<file path="src/rtl/energy_channel_averager.sv">
// energy_channel_averager
//   Takes time-multiplexed samples from CHANNELS sensors and sums 2**AVG_LOG2 samples per
//   channel. It then emits each channel's block average through a one-entry valid/ready
//   output register. Each channel has an over-threshold alarm bit, and a sticky overrun
//   flag records any average that was dropped.
//
// Ports:
//   clk, rst_n             clock, asynchronous active-low reset
//   ena                    block enable; when low, incoming samples are ignored
//   sample_in/ch/valid     sample input (channel index range-checked)
//   avg_out/ch/valid       averaged result, held stable while valid
//   avg_ready              consumer accepts avg_out
//   alarm[c]               last average of channel c exceeded THRESH
//   overrun, clr_overrun   sticky dropped-average flag and its synchronous clear
//
// Optional feature (macro ENERGY_AVG_PEAK_HOLD_EN):
//   peak_sel, peak_clr, peak_out -- per-channel running maximum of accepted raw samples.
module energy_channel_averager #(
  parameter int unsigned      WIDTH    = 8,
  parameter int unsigned      CHANNELS = 4,
  parameter int unsigned      AVG_LOG2 = 2,
  parameter logic [WIDTH-1:0] THRESH   = 8'd200,
  localparam int unsigned     CW       = (CHANNELS > 1) ? $clog2(CHANNELS) : 1
) (
  input  logic                clk,
  input  logic                rst_n,
  input  logic                ena,
  input  logic [WIDTH-1:0]    sample_in,
  input  logic [CW-1:0]       sample_ch,
  input  logic                sample_valid,
  output logic [WIDTH-1:0]    avg_out,
  output logic [CW-1:0]       avg_ch,
  output logic                avg_valid,
  input  logic                avg_ready,
  output logic [CHANNELS-1:0] alarm,
  output logic                overrun,
`ifdef ENERGY_AVG_PEAK_HOLD_EN
  input  logic [CW-1:0]       peak_sel,
  input  logic                peak_clr,
  output logic [WIDTH-1:0]    peak_out,
`endif
  input  logic                clr_overrun
);

  localparam int unsigned AW = WIDTH + AVG_LOG2;
  // Counter is kept at least 1 bit wide; with AVG_LOG2 == 0 it stays 0 and every sample is last.
  localparam int unsigned NW = (AVG_LOG2 > 0) ? AVG_LOG2 : 1;
  localparam logic [NW-1:0] LastCnt = NW'((1 << AVG_LOG2) - 1);

  typedef enum logic {StEmpty, StFull} state_e;

  logic [AW-1:0]       acc_q [CHANNELS];
  logic [NW-1:0]       cnt_q [CHANNELS];
  state_e              state_q, state_d;
  logic [WIDTH-1:0]    avg_q;
  logic [CW-1:0]       ch_q;
  logic [CHANNELS-1:0] alarm_q;
  logic                overrun_q;

  logic                accept, last, done, load, ovr_set;
  logic [AW-1:0]       sum;
  logic [WIDTH-1:0]    avg_new;

  always_comb begin
    accept  = sample_valid && ena && (32'(sample_ch) < CHANNELS);
    sum     = acc_q[sample_ch] + AW'(sample_in);
    last    = (cnt_q[sample_ch] == LastCnt);
    done    = accept && last;
    avg_new = sum[AW-1:AVG_LOG2];
  end

  always_ff @(posedge clk or negedge rst_n) begin
    if (!rst_n) begin
      for (int c = 0; c < int'(CHANNELS); c++) begin
        acc_q[c] <= '0;
        cnt_q[c] <= '0;
      end
    end else if (accept) begin
      if (last) begin
        acc_q[sample_ch] <= '0;
        cnt_q[sample_ch] <= '0;
      end else begin
        acc_q[sample_ch] <= sum;
        cnt_q[sample_ch] <= cnt_q[sample_ch] + NW'(1);
      end
    end
  end

  // Output register: a completion while full and not draining is dropped and flagged.
  always_comb begin
    state_d = state_q;
    load    = 1'b0;
    ovr_set = 1'b0;
    unique case (state_q)
      StEmpty: begin
        if (done) begin
          state_d = StFull;
          load    = 1'b1;
        end
      end
      StFull: begin
        if (avg_ready) begin
          if (done) load = 1'b1;
          else      state_d = StEmpty;
        end else if (done) begin
          ovr_set = 1'b1;
        end
      end
      default: state_d = StEmpty;
    endcase
  end

  always_ff @(posedge clk or negedge rst_n) begin
    if (!rst_n) begin
      state_q   <= StEmpty;
      avg_q     <= '0;
      ch_q      <= '0;
      alarm_q   <= '0;
      overrun_q <= 1'b0;
    end else begin
      state_q <= state_d;
      if (load) begin
        avg_q <= avg_new;
        ch_q  <= sample_ch;
      end
      // Alarm tracks every completion, including dropped ones.
      if (done) alarm_q[sample_ch] <= (avg_new > THRESH);
      if (ovr_set)          overrun_q <= 1'b1;
      else if (clr_overrun) overrun_q <= 1'b0;
    end
  end

  assign avg_out   = avg_q;
  assign avg_ch    = ch_q;
  assign avg_valid = (state_q == StFull);
  assign alarm     = alarm_q;
  assign overrun   = overrun_q;

`ifdef ENERGY_AVG_PEAK_HOLD_EN
  logic [WIDTH-1:0] peak_q [CHANNELS];
  logic             peak_sel_ok;

  assign peak_sel_ok = (32'(peak_sel) < CHANNELS);

  always_ff @(posedge clk or negedge rst_n) begin
    if (!rst_n) begin
      for (int c = 0; c < int'(CHANNELS); c++) peak_q[c] <= '0;
    end else begin
      if (peak_clr && peak_sel_ok) peak_q[peak_sel] <= '0;
      // A sample for the channel being cleared overrides the clear.
      if (accept && ((peak_clr && peak_sel == sample_ch) || sample_in > peak_q[sample_ch])) begin
        peak_q[sample_ch] <= sample_in;
      end
    end
  end

  assign peak_out = peak_sel_ok ? peak_q[peak_sel] : '0;
`endif

endmodule

</file>
<file path="config.mk">
export PLATFORM = sky130hd
export DESIGN_NAME = energy_channel_averager
export DESIGN_NICKNAME = d
export VERILOG_FILES = /design/src/rtl/energy_channel_averager.sv
export SDC_FILE = /design/constraint.sdc
export NUM_CORES = 1
export LEC_CHECK = 0
export ABC_CLOCK_PERIOD_IN_PS = 3900
export CAP_MARGIN = 20
export CELL_PAD_IN_SITES_DETAIL_PLACEMENT = 2
export CELL_PAD_IN_SITES_GLOBAL_PLACEMENT = 2
export CORE_MARGIN = 1.5
export CORE_UTILIZATION = 39
export CTS_CLUSTER_SIZE = 10
export DETAILED_ROUTE_END_ITERATION = 6
export PLACE_DENSITY_LB_ADDON = 0.1
export RECOVER_POWER = 25
export SETUP_SLACK_MARGIN = 0.15
export SYNTH_ARGS = -nofsm -noshare
export SYNTH_HDL_FRONTEND = slang
export SYNTH_SLANG_ARGS = --single-unit
</file>
<file path="constraint.sdc">
create_clock -name clk -period 3.9 [get_ports clk]
set_clock_uncertainty 0.2 [all_clocks]
set_input_delay 0.78 -clock clk [delete_from_list [all_inputs] [get_ports clk]]
set_output_delay 0.78 -clock clk [all_outputs]
set_load 0.03 [all_outputs]
</file>
==> summary.txt, run 1 <==
Implementation results

The total global-route track usage is 22.62%. The highest clock rate this design can be run at is 271.9 MHz. The detail route stage leaves a number of antenna-violating nets equal to 0. The total chip power is 0.003339 W. In the final layout, flip-flops and latches occupy 1602 um2. The count of library flops with an enable pin is 0.

The power report attributes to the clock group a share of 18.9%. Per the OpenROAD floorplan log, the area of the die is 8623 um2. The tree is rooted in a clkbuf_8.

In the final design, more cell area goes to flip-flops and latches than to any other class. In this run, post-CTS hold repair placed 0 buffers. Looking at the VDD voltage map, the peak drop is 0.2339 mV. The OpenROAD warning count is 27.

The report counts max-capacitance violations totalling 0. The critical path in this run is classified as input port to flop. The most common logic cell in the routed design is nand2_1.

The clock buffer count in the final layout is 11. For hold timing, the worst endpoint is acc_q[3]$_DFFE_PN0P_. Per the OpenROAD power report, leakage power amounts to 1.764 nW. The clock drives 64 sinks.

The worst register-to-register path depth is 8. Post-synthesis, Yosys gives the total cell area as 3149 um2. The final estimated routing congestion in global placement is 0.8303.

The reg-to-reg critical path startpoint is acc_q[1]$_DFFE_PN0P_. Per the detail_route report, vias per standard cell equal 5.447. For this configuration, the core starts out at a cell density of 40.54%.

Checking max transition, the worst relative margin is 23.33%. The net switching fraction of the power is 40.06%. The share of async-settable or async-resettable flops after synthesis is 100.0%. Setup repair after global routing could not meet its margin everywhere. Post-synth the commonest register cell is dfrtp_1. Synthesis produced a netlist whose cell count is 304. The path class of the tightest hold or removal check is flop to flop. The power density over the cells is 854.1 nW/um2. The layout report lists the clock-cell share of area as 5.440%.

The mean cell area of the mapped netlist is 10.36 um2. Sequential cells burn 33.1% of the power. Buffers outside the clock tree occupy 11.68% of the routed design's cell area. The number of filler instances in the final layout is 827.

Buffers placed on the I/O ports in this run total 31. The worst setup path is launched from an input port. The flop share of the area is 40.96%. Per the final layout report, the fraction of cells sized above drive strength 1 comes to 17.80%. In this run the cell area of the synthesized design comes to 3149 um2.

The power report attributes to the combinational group a share of 48.1%. The startpoint of the tightest hold check path is acc_q[3]$_DFFE_PN0P_. The layout has 50 buffers outside the clock class. The horizontal die dimension is 92.86 um. The final count of negative-setup-slack endpoints is 0. The final-layout worst hold slack is 0.2817 ns. The flow measured a signed area growth from synthesis to layout of 24.16%.

In this run the count of I/O pins placed on the die edge is 32. The post-detailed-route DRC marker count is 0. Before antenna repair, the detailed router went through 4 iterations. Per the CTS log, the buffer count on the longest clock path is 2.

The Yosys step of the flow raised 0 warnings. The final design was reported to hold multi-input combinational gates totalling 217. The initial DRC count is 38. The flow ran to the end, and the final reports show no timing, DRC or antenna violations. Multi-input gates account for 37.98% of the area.
## run 1: power by group through the flow
stage                     registers [W]  logic (W)  clock network, W
after CTS                       0.00111    0.00158          0.000642
after detailed placement        0.00112    0.00156                 0
after floorplan                 0.00117   0.000854                 0
after global routing            0.00115    0.00178          0.000665
final                           0.00110    0.00161          0.000630
after global placement          0.00110    0.00148                 0
## run 1: state kept, by name, summed over array words and instances (netlist names)
name and flops:
overrun 1, alarm 4, avg_out 8, avg_valid 1
cnt_q 8, acc_q 40, avg_ch 2
## run 1: layer usage
metal	track usage [%]	share of wire, %	vias to the layer above
met3	3.695	2.4	14
met1	28.31	44	1285
met4	8.081	2.0	0
li1	-	-	1145
met2	39.29	52	40
met5	0	0	-
## run 1: worst max-delay path, cell delays in order
cell and delay (ns):
clkdlybuf4s50_1 0.53, buf_4 0.21, mux4_2 0.51, ha_1 0.38, o211ai_1 0.16, o211ai_1 0.20, a21oi_1 0.09, or2b_2 0.34
xor2_4 0.32, o21ai_0 0.16
## run 1: synth_stat cells (2+ instances only)
master     n  area share (%)
mux4_2    12             8.6
nand3_1    4            0.64
inv_1      7            0.83
o31ai_1    9             2.1
xnor2_1    2            0.56
buf_2      2            0.32
clkbuf_1  12             1.4
a211oi_1   2            0.48
nor2b_1    2            0.40
o211ai_1   3            0.72
a21oi_1    5            0.79
nand2b_1  11             2.2
dfrtp_1   64              51
o21ai_0   44             7.0
or2_2      3            0.60
o31ai_2    4             1.6
nor2_1     5            0.60
a211oi_2   2            0.79
xor2_1     4             1.1
ha_1       9             3.6
nand2_1   81             9.7
## run 1: cells by family (layout without fill, tap and decap cells)
group	after synthesis	in the layout	synth area share, %
AND/OR/NAND/NOR	113	113	15.54
adder cells (fa/ha/maj)	10	10	4.211
multiplexers	12	12	8.582
buffers and inverters	23	73	3.059
XOR/XNOR	7	7	2.543
AND-OR/OR-AND	75	75	15.22
flip-flops	64	64	50.85
## run 1: per-stage QoR
| stage | utilization (%) | cell area [um2] | cells | setup TNS (ns) | setup WS [ns] |
|---|---|---|---|---|---|
| 2_1_floorplan | - | 3149 | 304 | 0 | 0.3598 |
| 3_5_place_dp | 47.21 | 3667 | 440 | -1.561 | -0.1389 |
| 5_1_grt | 50.34 | 3910 | 456 | 0 | 0.07621 |
| 6_report | 50.34 | 3910 | 456 | 0 | 0.2219 |
| 3_3_place_gp | 47.21 | 3667 | 440 | -0.3229 | -0.07266 |
| 4_1_cts | 50.00 | 3884 | 456 | 0 | 0.1857 |
## run 1: repair_timing
action / in CTS / in global routing
pin swaps: 0 / 3
gates resized: 1 / 7
endpoints found under the setup margin: 1 / 20
## run 1: worst max-delay path by stage
stage,endpoint,startpoint,depth (start not counted)
floorplan,alarm[0]$_DFFE_PN0P_,sample_ch[1],12
global placement,alarm[3]$_DFFE_PN0P_,sample_ch[0],10
detailed placement,avg_out[7]$_DFFE_PN0P_,sample_ch[0],10
CTS,alarm[3]$_DFFE_PN0P_,sample_ch[0],10
global route,avg_out[7]$_DFFE_PN0P_,sample_ch[0],10
finish,avg_out[7]$_DFFE_PN0P_,sample_ch[0],10
Figure 1. M1 wires (run 1).
(4 px per um) Supply wires on this layer in grey.
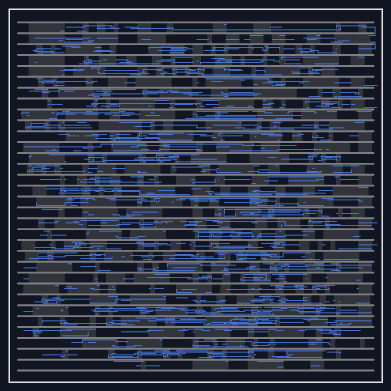
339 nets have wire on it. The layer carries 3830 um of wire. The layer holds 44% of the routed length. The wires run mostly horizontal. The longest straight run is 41.9 um.

Figure 2. Signal wires on met2 (run 1).
(4 px per um)
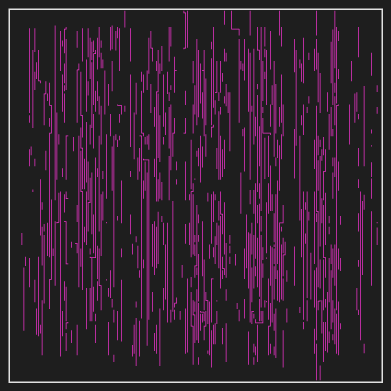
The longest straight run is 51.2 um. The layer carries 4560 um of wire. 353 nets have wire on it. The layer holds 52% of the routed length.
met2 layer usage reported by global route: 39.29%
total via count after detailed routing: 2484
final routed wirelength across all metal layers: 8.779 mm

Figure 3. Metal 3 (run 1).
(6 px per um)
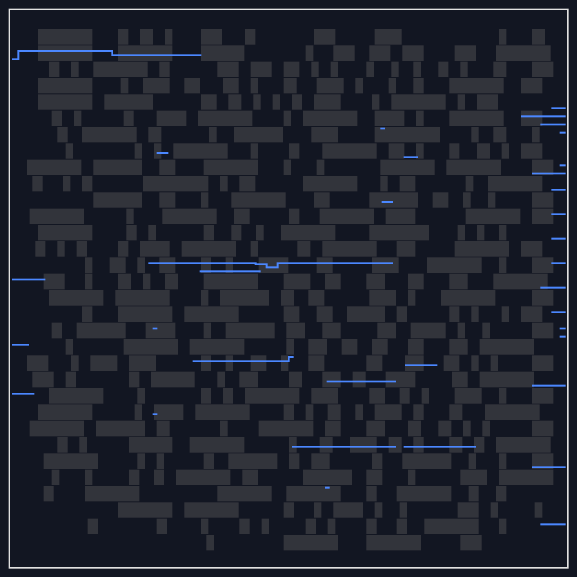
The layer holds 2.5% of the routed length. The longest straight run is 19.1 um. The wires run mostly horizontal.
met3 Usage GRT: 3.695%

Figure 4. Signal wires on met4 (run 1).
(4 px per um) Supply wires on this layer in grey.
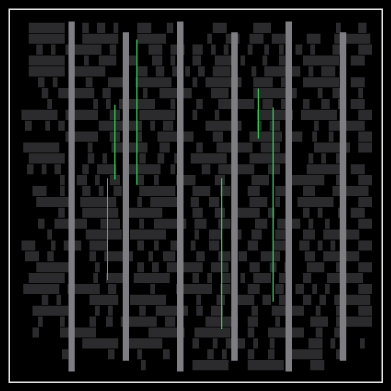
3 nets have wire on it. The longest straight run is 48.3 um. The wires run mostly vertical.

==> inputs of run 2 (changes only) <==
Settings changed: ABC_CLOCK_PERIOD_IN_PS 3900 to 3680, CORE_UTILIZATION 39 to 37.
Clock period 3.9 ns to 3.68 ns, I/O delays scaled along.
Figure 5. Metal 3 (run 2).
(6 px per um)
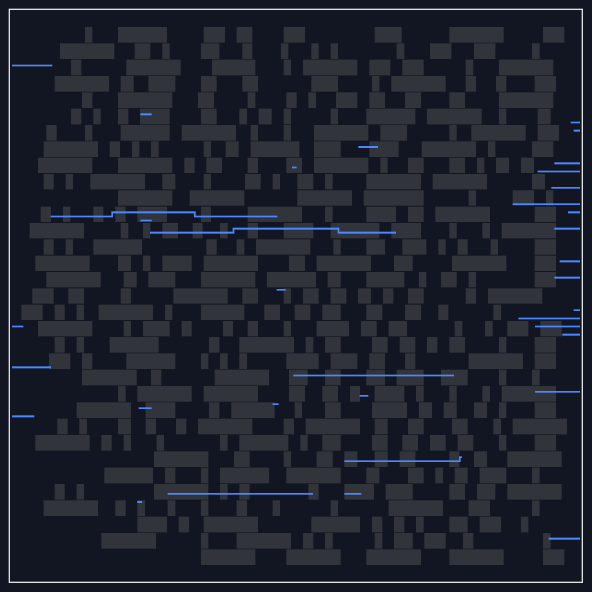
The layer carries 257 um of wire. The wires run mostly horizontal. The layer holds 2.8% of the routed length.
met3 Usage GRT: 3.349%
total via count after detailed routing: 2534
final routed wirelength across all metal layers: 9.213 mm

==> run 2 against run 1 <==
The flow now finishes with violations (max-capacitance violations, max-slew violations). Utilization down 1.2 points. Clock power down 12%. Routed wire length up 4.9%. Critical path depth up 2. Largest power group unchanged.
==> summary.txt, run 2 <==
Implementation results

For this run, the number of Yosys warnings is 0. The final hold violation count is 0. Yosys reports that the most numerous cell types are nand2_1, dfrtp_1, o21ai_0. Using the TritonRoute via totals, the vias-per-cell ratio works out to 5.324. In the synthesis report, Yosys lists the chip area as 3149 um2. In this run, placement finished with an instance count of 456. After detailed routing, the average wire length per cell comes to 19.36 um. In this run, the number of DRC markers left after iteration 0 of detailed routing was 74. The number of max-slew violations in the final report is 32.

The launch point of the critical path is sample_ch[1]. The H-tree level count is 3. In this run the power density over the cells is 880.2 nW/um2. The final layout reports a setup TNS of 0 ns. The tree built by TritonCTS fans out to 64 sinks.

Summed over all layers, the global routing overflow is 0. The post-synth design cell area is 3149 um2. The number of nets at floorplan is 330.

The number of input and output port buffers inserted is 31. Among all flip-flop cells after synthesis, the most frequent one is dfrtp_1. The detailed router used layers up to and including met4. The share of async-settable or async-resettable flops after synthesis is 100.0%. The number of buffers inserted for hold repair after clock tree synthesis is 0. The floorplan report gives the top-level pin count as 32. The library cells used most frequently in the layout, excluding fill and tap cells, are nand2_1, dfrtp_1, o21ai_0. The root buffer cell chosen for the clock tree is clkbuf_8. The main area contributors are dfrtp_1, nand2_1, mux4_2, o21ai_0, ha_1.

The category of the most critical setup path is input port to flop. The finished layout holds 476 standard cells, fillers aside. The run finished, with violations left. Setup repair after global routing left no endpoint under its margin. The post-route cell area is 4039 um2.

According to the floorplan report, the die width is 95.26 um. The area after detailed placement is 3794 um2. For this block, wires on met1 add up to 4.039 mm.

Compared with the post-synthesis result, the final layout area differs by 28.25%. The utilization after layout is 49.15%. The number of flip-flops in the largest register is 40. The overall die size recorded for this design is 9074 um2. No sink is reached through more buffers than the 2 on the longest clock path. A synthesized cell averages 10.36 um2.

Summed over all instances, the cell type with the most area after synthesis is dfrtp_1. The reg-to-reg critical path startpoint is acc_q[2]$_DFFE_PN0P_. After its last routability iteration, the placer logged a weighted congestion of 0.8545. The class of the tightest hold or removal check is flop to flop. Per the finish-stage timing summary, setup violations number 0.

The remaining max-slew budget at the tightest pin is -12.33%. The most common logic cell in the routed design is nand2_1. The count of library flops with an enable pin is 0. The layout cell share with drive strength beyond 1 is 22.64%. The startpoint of the tightest hold check path is acc_q[10]$_DFFE_PN0P_.

The first TritonRoute pass finished after 4 iterations. The final net count is 393. The number of warnings reported in the stage logs is 26. The share of the core area taken by cells at floorplan is 38.33%.

The synthesized netlist handed to floorplanning was reported with a cell count of 304. The total global-route track usage is 22.83%. Nets still carrying antenna violations after routing amount to 0. The register name with the most flops is acc_q.

Of the post-synthesis cell area, the dominant cell type holds 50.85%. The checks that failed: max-capacitance violations, max-slew violations. The sum of met2 wire segment lengths after detailed routing is 4.716 mm.

The achievable clock frequency is 293.3 MHz. The category of the worst setup path launch point is an input port. The peak supply drop is 0.2676 mV.

The routed wire length on met3 is 256 um. The max-capacitance violation count is 1. The most instantiated library cell after synthesis is nand2_1. For this run, design rule violations remaining after detail routing come to 0. The leakage power is 1.829 nW. The final-layout worst hold slack is 0.2810 ns.
==> run 2: power breakdown <==
group	leakage [nW]	total [W]	internal [W]	switching, W
clock network	0.0882	0.000553	0.000275	0.000278
registers	0.823	0.00117	0.00101	0.000165
logic	0.918	0.00183	0.000818	0.00101
==> run 2: kinds of logic (layout without fill, tap and decap cells) <==
group	after synthesis	after routing	share of synthesized area, %
AOI/OAI and AO/OA	75	75	15.22
xor gates and xnor gates	7	7	2.543
adders and majority gates	10	10	4.211
buffers and inverters	23	90	3.059
DFF	64	64	50.85
muxes	12	12	8.582
and+or+nand+nor	113	113	15.54
==> run 2: routing by layer <==
layer / global-route usage (%) / up-vias
met3: 3.349 / 17
met4: 9.453 / 0
met5: 0 / -
met1: 28.94 / 1300
met2: 38.83 / 38
li1: - / 1179
==> run 2: repair_timing <==
item | 4_1_cts | 5_1_grt
setup buffers | 5 | 0
endpoints found under the setup margin | 18 | 0
resized | 12 | 0
==> run 2: path summary, 6_finish.rpt <==
kind / to / slack (ns) / cells past startpoint
max: acc_q[9]$_DFFE_PN0P_ / 0.27 / 12
min: acc_q[10]$_DFFE_PN0P_ / 0.28 / 2
max reg2reg: alarm[1]$_DFFE_PN0P_ / 0.82 / 9
min reg2reg: acc_q[10]$_DFFE_PN0P_ / 0.28 / 2
max in group asynchronous: acc_q[20]$_DFFE_PN0P_ / 1.03 / 2
min in group asynchronous: avg_out[3]$_DFFE_PN0P_ / 0.61 / 1
==> run 2: cell type report <==
class,instances,area [um2]
Clock buffer,12,155.1
Inverter,7,26.28
Multi-Input combinational cell,217,1504
Fill cell,872,4178
Timing Repair Buffer,68,603.1
Clock inverter,3,17.52
Tap cell,105,131.4
Sequential cell,64,1602
==> run 2: worst max-delay path, stage by stage <==
cell,delay (ns)
clkdlybuf4s50_1,0.46
buf_4,0.17
buf_12,0.12
mux4_2,0.29
ha_1,0.40
o211ai_1,0.16
o211ai_1,0.19
a21oi_1,0.10
or2b_4,0.28
xor2_4,0.16
buf_4,0.17
o31ai_1,0.22
==> run 2: metrics by stage <==
stage | power [W] | setup WS (ns)
6_report | 0.003555 | 0.2709
3_5_place_dp | 0.002915 | -0.3314
4_1_cts | 0.003592 | 0.2777
5_1_grt | 0.003820 | 0.1747
3_3_place_gp | 0.002822 | -0.2754
2_1_floorplan | 0.002147 | 0.1838
No activity file was given, so power comes from the tool's default toggle rates.
